File: src/rtl/mem_stage_pkg.sv
// Shared definitions for the MIPS memory-access stage: FSM state encoding,
// access size encoding and the default ack timeout.
package mem_stage_pkg;

  typedef enum logic {
    StIdle = 1'b0,
    StWait = 1'b1
  } state_e;

  localparam logic [1:0] SzByte = 2'b00;
  localparam logic [1:0] SzHalf = 2'b01;
  localparam logic [1:0] SzWord = 2'b10;

  localparam int unsigned DefaultTimeout = 16;
  // Wait counter width; covers the full legal TIMEOUT range 1..255.
  localparam int unsigned CntW = 8;

endpackage

File: src/rtl/mem_stage_load_extend.sv
// Load lane select plus sign/zero extension for sub-word loads.
// Only instantiated by mem_stage when MEM_BYTE_EN is defined.
module mem_stage_load_extend
  import mem_stage_pkg::*;
(
  input  logic [31:0] rdata_i,
  input  logic [1:0]  addr_lo_i,
  input  logic [1:0]  size_i,
  input  logic        unsigned_i,
  output logic [31:0] data_o
);

  logic [7:0]  byte_sel;
  logic [15:0] half_sel;

  // Pick the addressed lane, then extend it to 32 bits.
  always_comb begin
    unique case (addr_lo_i)
      2'd0:    byte_sel = rdata_i[7:0];
      2'd1:    byte_sel = rdata_i[15:8];
      2'd2:    byte_sel = rdata_i[23:16];
      default: byte_sel = rdata_i[31:24];
    endcase
    half_sel = addr_lo_i[1] ? rdata_i[31:16] : rdata_i[15:0];

    case (size_i)
      SzByte:  data_o = {{24{byte_sel[7] & ~unsigned_i}}, byte_sel};
      SzHalf:  data_o = {{16{half_sel[15] & ~unsigned_i}}, half_sel};
      default: data_o = rdata_i;
    endcase
  end

endmodule

File: src/rtl/mem_stage.sv
// MIPS memory-access stage: drives a req/ack data-memory port from the EX/MEM
// register, stalls upstream while an access is outstanding, aborts after
// TIMEOUT wait cycles and produces the registered MEM/WB values.
// Optional feature macro: MEM_BYTE_EN (byte/half accesses, size_m/unsigned_m).
module mem_stage
  import mem_stage_pkg::*;
#(
  parameter int unsigned TIMEOUT = DefaultTimeout
) (
  input  logic        clk,
  input  logic        reset,
  input  logic        regwrite_m,
  input  logic        memtoreg_m,
  input  logic        memwrite_m,
  input  logic        memread_m,
  input  logic [31:0] aluout_m,
  input  logic [31:0] writedata_m,
  input  logic [4:0]  writereg_m,
`ifdef MEM_BYTE_EN
  input  logic [1:0]  size_m,
  input  logic        unsigned_m,
`endif
  output logic        dmem_req,
  output logic        dmem_we,
  output logic [31:0] dmem_addr,
  output logic [31:0] dmem_wdata,
  output logic [3:0]  dmem_be,
  input  logic        dmem_ack,
  input  logic [31:0] dmem_rdata,
  output logic        stall_m,
  output logic        regwrite_w,
  output logic        memtoreg_w,
  output logic [31:0] readdata_w,
  output logic [31:0] aluout_w,
  output logic [4:0]  writereg_w,
  output logic        misalign_w,
  output logic        buserr_w
);

  localparam logic [CntW-1:0] TimeoutCnt = CntW'(TIMEOUT);

  state_e          state_q, state_d;
  logic [CntW-1:0] cnt_q, cnt_d;

  logic        access;
  logic        misalign;
  logic        misalign_ev;
  logic        waiting;
  logic        req;
  logic        done;
  logic        timeout;
  logic        stall;
  logic [3:0]  be;
  logic [31:0] wdata;
  logic [31:0] ext_rdata;

  // Access decode, misalignment check and lane/byte-enable generation.
  always_comb begin
    access = memread_m | memwrite_m;
`ifdef MEM_BYTE_EN
    case (size_m)
      SzByte: begin
        misalign = 1'b0;
        be       = 4'b0001 << aluout_m[1:0];
        wdata    = {4{writedata_m[7:0]}};
      end
      SzHalf: begin
        misalign = aluout_m[0];
        be       = aluout_m[1] ? 4'b1100 : 4'b0011;
        wdata    = {2{writedata_m[15:0]}};
      end
      default: begin
        misalign = |aluout_m[1:0];
        be       = 4'hF;
        wdata    = writedata_m;
      end
    endcase
`else
    misalign = |aluout_m[1:0];
    be       = 4'hF;
    wdata    = writedata_m;
`endif
  end

  // Handshake: reset drops the request in the same cycle it is sampled.
  always_comb begin
    waiting     = (state_q == StWait);
    misalign_ev = ~waiting & access & misalign;
    req         = ~reset & (waiting | (access & ~misalign));
    done        = req & dmem_ack;
    // An ack in the TIMEOUT cycle wins over the abort.
    timeout     = ~reset & waiting & (cnt_q == TimeoutCnt) & ~dmem_ack;
    stall       = req & ~dmem_ack & ~timeout;

    dmem_req    = req;
    dmem_we     = req & memwrite_m;
    dmem_addr   = req ? {aluout_m[31:2], 2'b00} : 32'h0;
    dmem_wdata  = req ? wdata : 32'h0;
    dmem_be     = req ? be : 4'h0;
    stall_m     = stall;
  end

`ifdef MEM_BYTE_EN
  mem_stage_load_extend u_load_extend (
    .rdata_i    (dmem_rdata),
    .addr_lo_i  (aluout_m[1:0]),
    .size_i     (size_m),
    .unsigned_i (unsigned_m),
    .data_o     (ext_rdata)
  );
`else
  assign ext_rdata = dmem_rdata;
`endif

  // FSM next state and wait counter.
  always_comb begin
    state_d = state_q;
    cnt_d   = cnt_q;
    unique case (state_q)
      StIdle: begin
        if (req && !dmem_ack) begin
          state_d = StWait;
          cnt_d   = CntW'(1);
        end
      end
      StWait: begin
        if (dmem_ack || timeout) begin
          state_d = StIdle;
          cnt_d   = '0;
        end else begin
          cnt_d = cnt_q + CntW'(1);
        end
      end
      default: begin
        state_d = StIdle;
        cnt_d   = '0;
      end
    endcase
  end

  // FSM state register.
  always_ff @(posedge clk) begin
    if (reset) begin
      state_q <= StIdle;
      cnt_q   <= '0;
    end else begin
      state_q <= state_d;
      cnt_q   <= cnt_d;
    end
  end

  // MEM/WB register: bubble on stall, errors suppress the register write.
  always_ff @(posedge clk) begin
    if (reset) begin
      regwrite_w <= 1'b0;
      memtoreg_w <= 1'b0;
      readdata_w <= 32'h0;
      aluout_w   <= 32'h0;
      writereg_w <= 5'h0;
      misalign_w <= 1'b0;
      buserr_w   <= 1'b0;
    end else if (stall) begin
      regwrite_w <= 1'b0;
      memtoreg_w <= 1'b0;
      misalign_w <= 1'b0;
      buserr_w   <= 1'b0;
    end else begin
      regwrite_w <= regwrite_m & ~misalign_ev & ~timeout;
      memtoreg_w <= memtoreg_m;
      aluout_w   <= aluout_m;
      writereg_w <= writereg_m;
      misalign_w <= misalign_ev;
      buserr_w   <= timeout;
      if (done && !memwrite_m) begin
        readdata_w <= ext_rdata;
      end
    end
  end

endmodule

File: config.mk
export PLATFORM = sky130hd
export DESIGN_NAME = mem_stage
export DESIGN_NICKNAME = d
export VERILOG_FILES = /design/src/rtl/mem_stage_pkg.sv /design/src/rtl/mem_stage_load_extend.sv /design/src/rtl/mem_stage.sv
export SDC_FILE = /design/constraint.sdc
export NUM_CORES = 1
export LEC_CHECK = 0
export ABC_AREA = 1
export CAP_MARGIN = 20
export CORE_AREA = 2 2 98 100
export DETAILED_ROUTE_END_ITERATION = 8
export DIE_AREA = 0 0 100 102
export DONT_BUFFER_PORTS = 1
export GPL_TIMING_DRIVEN = 0
export SETUP_SLACK_MARGIN = 0.4
export SLEW_MARGIN = 20
export SYNTH_ARGS = -nofsm -noshare
export SYNTH_HDL_FRONTEND = slang
export SYNTH_HIERARCHICAL = 1
export SYNTH_SLANG_ARGS = --single-unit
File: constraint.sdc
create_clock -name clk -period 1.91 [get_ports clk]
set_clock_uncertainty 0.1 [all_clocks]
set_input_delay 0.382 -clock clk [delete_from_list [all_inputs] [get_ports clk]]
set_output_delay 0.382 -clock clk [all_outputs]
set_load 0.005 [all_outputs]
**Run 1: signal wires by layer**

Only two layers are drawn.
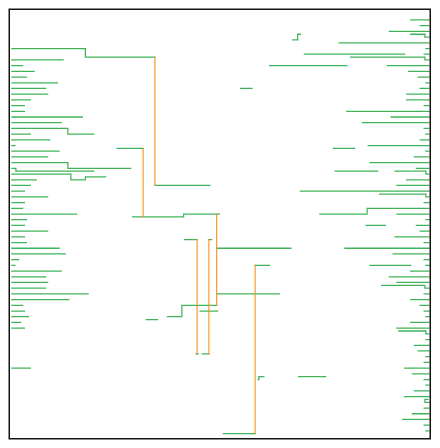
legend:
  orange:
    layer: met4
    wire_length: 163 um
  green:
    layer: met3
    wire_length: 1060 um

**Run 1: M2 wires**

The bar under the picture is 20 um long.
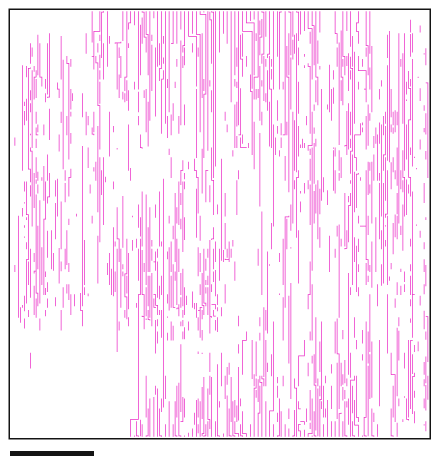
wire length on this layer: 6210 um
nets with wire on the layer: 589
main direction: vertical
share of all routed wire: 52%
longest straight run: 54.4 um

==> impl_metrics.py, run 1 <==
# Flow results
metrics = {
    "logic_synthesis": {
        "yosys_cells": 584,
        "ys_area_mm2": 0.00393,
        "ys_async_sr_fraction_pct": 0,
        "synth_warnings": 6,
        "yosys-top-cells-count": "215 x nor2_1, 82 x dfxtp_1, 74 x inv_1",
        "ff_type": "dfxtp_1",
        "ys_seq_share_pct": 41.8,
        "synth_flops": 82,
        "synth_area_mm2": 0.00393,
        "synth-edff-count": 0,
    },
    "clock_tree": {
        "cts_buffer_depth": 2,
        "cts_setup_buffers": 17,
        "post_cts_resized": 163,
        "clk_latency_ps": 350,
        "ctsHoldBuffers": 0,
        "cts.sinks": 82,
    },
    "grt": {
        "grt_usage_pct": 22.3,
        "busiest_layer": "met2",
        "use_met2_pct": 41.0,
        "grt_max_degree": 18,
        "grt_pass1_wl_um": 18000,
    },
    "cells_and_area": {
        "fin_area_mm2": 0.00547,
        "area_growth_pct": 39.2,
        "fin_nets": 737,
        "final_layout_size_suffix_gt1_share_pct": 32.6,
        "fin_util_pct": 60.1,
    },
    "critical_path": {
        "crit_top_cell": "buf_6",
        "slowest_stage": "dfxtp_2",
        "path_class": "reg -> out",
        "startpoint": "state_q$_SDFF_PP0_",
        "arrival_ps": 1460,
        "crit_path_end_kind": "primary output",
        "path_buffers": 4,
    },
    "final_timing": {
        "setup_viol": 61,
        "maxSlewViolCount": 0,
        "finalSetupTns_ps": -1240,
        "hold_viol": 0,
        "setup_ws_ps": -36.1,
        "grt_setup_unrepaired": "yes",
        "clock.fmax_ghz": 0.514,
        "hold_slack_ps": 35.2,
    },
    "placement": {
        "routabilityCongestion": 0.819,
        "dp_slack_ps": 148,
        "place_hpwl_um": 8160,
    },
    "outcome": {
        "violations": "setup timing",
        "status": "finished, violations left",
    },
    "routing": {
        "avgViaCountPerCell": 5.06,
        "routed.top_layer": "met4",
        "drc": 0,
        "first_pass_iters": 4,
        "ant_nets": 0,
    },
    "pwr": {
        "power_leader": "sequential cells",
        "peakVddDrop_v": 0.000398,
        "clkPwrFrac_pct": 34.5,
        "combPwrFrac_pct": 14.1,
        "p_int_mw": 2.52,
    },
    "hold_path": {
        "worstHoldPathType": "in -> reg",
    },
    "die": {
        "core_util_floorplan_pct": 43.1,
        "core_region_area_mm2": 0.00911,
    },
    "flow_run": {
        "warning_count": 30,
    },
}
**Run 1: I/O nets highlighted**

The bar under the picture is 20 um long.
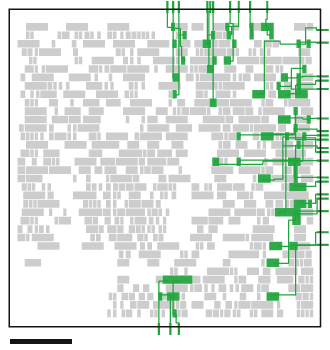
legend:
  green:
    port: aluout_m
    bits: 32
    direction: input
    edge: 19 right, 10 top, 3 bottom
    end_cells: 64
    wire: 715 um

[run 1: stage by stage]
stage	cells	power (mW)
floorplan	585	2.18
global route	743	3.77
global placement	696	2.25
detailed placement	696	2.26
finish	743	3.59
CTS	739	3.60
[run 1: path summary, 6_finish.rpt]
check,end,slack (ps),depth (start not counted)
worst max-delay path,dmem_wdata[16],-40,7
worst min-delay path,regwrite_w$_SDFF_PP0_,40,2
worst max register to register,aluout_w[18]$_SDFFE_PP0N_,200,10
worst min register to register,cnt_q[5]$_SDFFE_PP0P_,400,2
[run 1: cell type report]
| type | instances | share of cell area (%) |
|---|---|---|
| tap | 111 | 2.54 |
| clock inverter | 7 | 1.21 |
| clock buffer | 9 | 2.26 |
| multi-input combinational | 385 | 42.9 |
| timing repair buffer | 30 | 6.75 |
| buffer | 39 | 8.30 |
| sequential | 82 | 30.1 |
| inverter | 80 | 5.99 |
[run 1: cells in the final DEF (no fill, tap or decap), types with 17 or more instances in the layout]
cell type	instances
nand3b_1	37
nand2_1	50
o21ai_1	20
inv_1	71
buf_4	17
buf_6	21
nor2_2	42
dfxtp_1	79
nor2_4	56
nor2_1	121
[run 1: cell families (layout without fill, tap and decap cells)]
family / after synthesis / in the layout / synth area share [%]
simple gates: 336 / 337 / 37.9
fa+ha+maj: 2 / 2 / 0.637
other cells: 1 / 2 / 0.0954
flops: 82 / 82 / 41.8
buf+inv: 119 / 165 / 13.8
xor+xnor: 1 / 1 / 0.223
compound gates: 43 / 43 / 5.54
[run 1: state kept, by name, summed over array words and instances, names as in the netlist]
name and count:
cnt_q 8, writereg_w 5, aluout_w 32, memtoreg_w 1, regwrite_w 1, misalign_w 1
buserr_w 1, state_q 1, readdata_w 32
--- run 2 (diff from run 1) ---
- GPL_ROUTABILITY_DRIVEN: default -> 0
- HOLD_SLACK_MARGIN: default -> 0.1
**Run 2: placed standard cells**

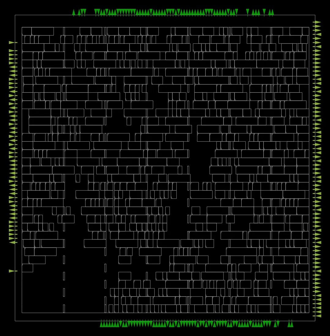
fraction of area in registers: 26.3%
fill count: 722
core area: 0.00911 mm^2
Seq cells: 82

**Run 2: sequential cells grouped by signal name**

Other sequential cells in the stronger grey, the rest of the logic in the fainter grey.
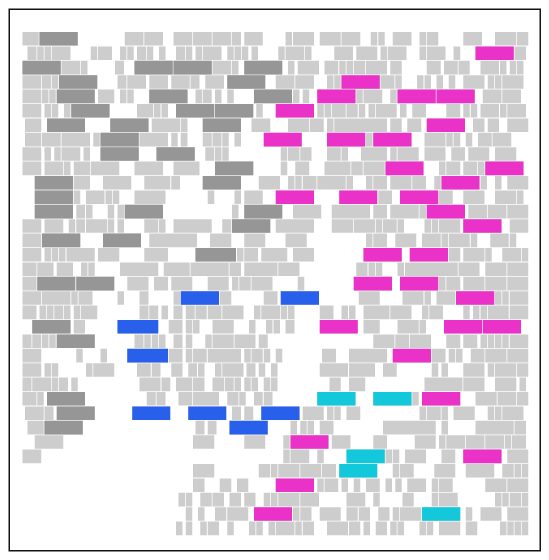
legend:
  blue:
    netlist_name: cnt_q
    flops: 8
  cyan:
    netlist_name: writereg_w
    flops: 5
  magenta:
    netlist_name: aluout_w
    flops: 32
not coloured: 37

==> run 2 against run 1 <==
The run still ends with setup timing left. Final area is 14% higher. Power up 4.7%. Synthesized cell count unchanged. Global-route usage up 2.5 points. First-iteration DRC count is 0.94% higher. Core utilization is 8.6 points higher. Largest cell class unchanged.
==> impl_metrics.py, run 2 <==
# Flow results
metrics = {
    "outcome": {
        "status": "finished, violations left",
        "violations": "setup timing",
    },
    "logic_synthesis": {
        "ys_sh_adder_pct": 0.637,
        "aoi_share_pct": 5.54,
        "ys_sh_xor_pct": 0.223,
        "simple_gate_area_share_pct": 37.9,
        "ys_seq_share_pct": 41.8,
        "mux_area_share_pct": 0,
        "synth-edff-count": 0,
        "synth_area_mm2": 0.00393,
        "yosys-top-cells-count": "215 x nor2_1, 82 x dfxtp_1, 74 x inv_1",
        "yosys_cells": 584,
        "logic_family": "simple AND/OR/NAND/NOR gates",
        "synth_flops": 82,
        "ys_area_mm2": 0.00393,
    },
    "cells_and_area": {
        "final_layout_size_suffix_gt1_share_pct": 30.7,
        "final_cell_mix": "120 x nor2_1, 79 x dfxtp_1, 71 x inv_1, 71 x dlygate4sd3_1, 58 x nor2_4",
        "fin_nets": 812,
        "instances_no_fill": 818,
        "area_growth_pct": 59.0,
        "reg_top3": "aluout_w: 32 flops, readdata_w: 32 flops, cnt_q: 8 flops",
        "fin_area_mm2": 0.00625,
        "fin_util_pct": 68.6,
    },
    "clock_tree": {
        "ctsHoldBuffers": 71,
        "cts.sinks": 82,
    },
    "critical_path": {
        "slowest_stage": "dfxtp_2",
        "path_class": "reg -> out",
        "arrival_ps": 1470,
        "crit_path_end_kind": "primary output",
    },
    "final_timing": {
        "setup_viol": 61,
        "clock.fmax_ghz": 0.512,
        "setup_ws_ps": -43.3,
        "finalSetupTns_ps": -1490,
        "grt_setup_unrepaired": "yes",
        "maxSlewViolCount": 0,
    },
    "grt": {
        "use_met2_pct": 46.6,
        "grt_usage_pct": 24.8,
        "grt_pass1_wl_um": 20000,
        "busiest_layer": "met2",
    },
    "hold_path": {
        "worstHoldPathType": "in -> reg",
    },
    "pwr": {
        "p_int_mw": 2.62,
        "power_mw": 3.76,
        "combPwrFrac_pct": 17.7,
    },
    "placement": {
        "place_hpwl_um": 8160,
    },
    "routing": {
        "routed.top_layer": "met4",
    },
    "die": {
        "core_util_floorplan_pct": 43.1,
    },
}
**Run 2: signal wires by layer**

Only two layers are drawn.
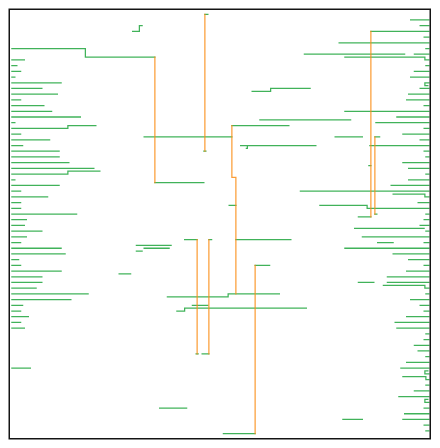
legend:
  green:
    layer: met3
    wire_length: 1110 um
  orange:
    layer: met4
    wire_length: 261 um

## run 2: netlist changes by cell type in the layout (fill, tap and decap cells not counted)
| cell | previous run | this run |
|---|---|---|
| dlygate4sd3_1 | 0 | 71 |
| buf_6 | 21 | 22 |
| o21ai_2 | 5 | 11 |
| o21ai_1 | 20 | 15 |
| nor2_2 | 42 | 41 |
| buf_4 | 17 | 20 |
| o21ai_0 | 9 | 8 |
| nor2_4 | 56 | 58 |
| nor2_1 | 121 | 120 |
## run 2: power groups by stage
stage          Combinational (mW)  Sequential, mW  Clock, mW
6_report                    0.664            1.85       1.25
5_1_grt                     0.720            1.85       1.36
4_1_cts                     0.616            1.84       1.27
3_5_place_dp                0.377            1.88          0
3_3_place_gp                0.367            1.88          0
2_1_floorplan               0.319            1.86          0
## run 2: cells by family (layout without fill, tap and decap cells)
group,count (synthesis),count (layout)
XOR/XNOR,1,1
AND-OR/OR-AND,43,43
buffers and inverters,119,240
AND/OR/NAND/NOR,336,337
adder cells (fa/ha/maj),2,2
other,1,2
flip-flops,82,82
## run 2: layout make-up
type	instances	area (um^2)	area share (%)
tap	111	139	2.22
buffer	39	450	7.21
timing repair buffer	105	1120	17.9
inverter	80	328	5.25
multi-input combinational	385	2380	38.1
sequential	82	1650	26.3
clock inverter	7	66.3	1.06
clock buffer	9	124	1.98
## run 2: final timing paths
path / endpoint / from / cells after the start / slack, ps
max: dmem_addr[12] / state_q$_SDFF_PP0_ / 7 / -40
min: state_q$_SDFF_PP0_ / dmem_ack / 3 / 140
max reg2reg: aluout_w[12]$_SDFFE_PP0N_ / cnt_q[0]$_SDFFE_PP0P_ / 12 / 190
min reg2reg: cnt_q[5]$_SDFFE_PP0P_ / cnt_q[5]$_SDFFE_PP0P_ / 2 / 410
Power figures rest on the tool's default switching activity, not on a simulated workload.
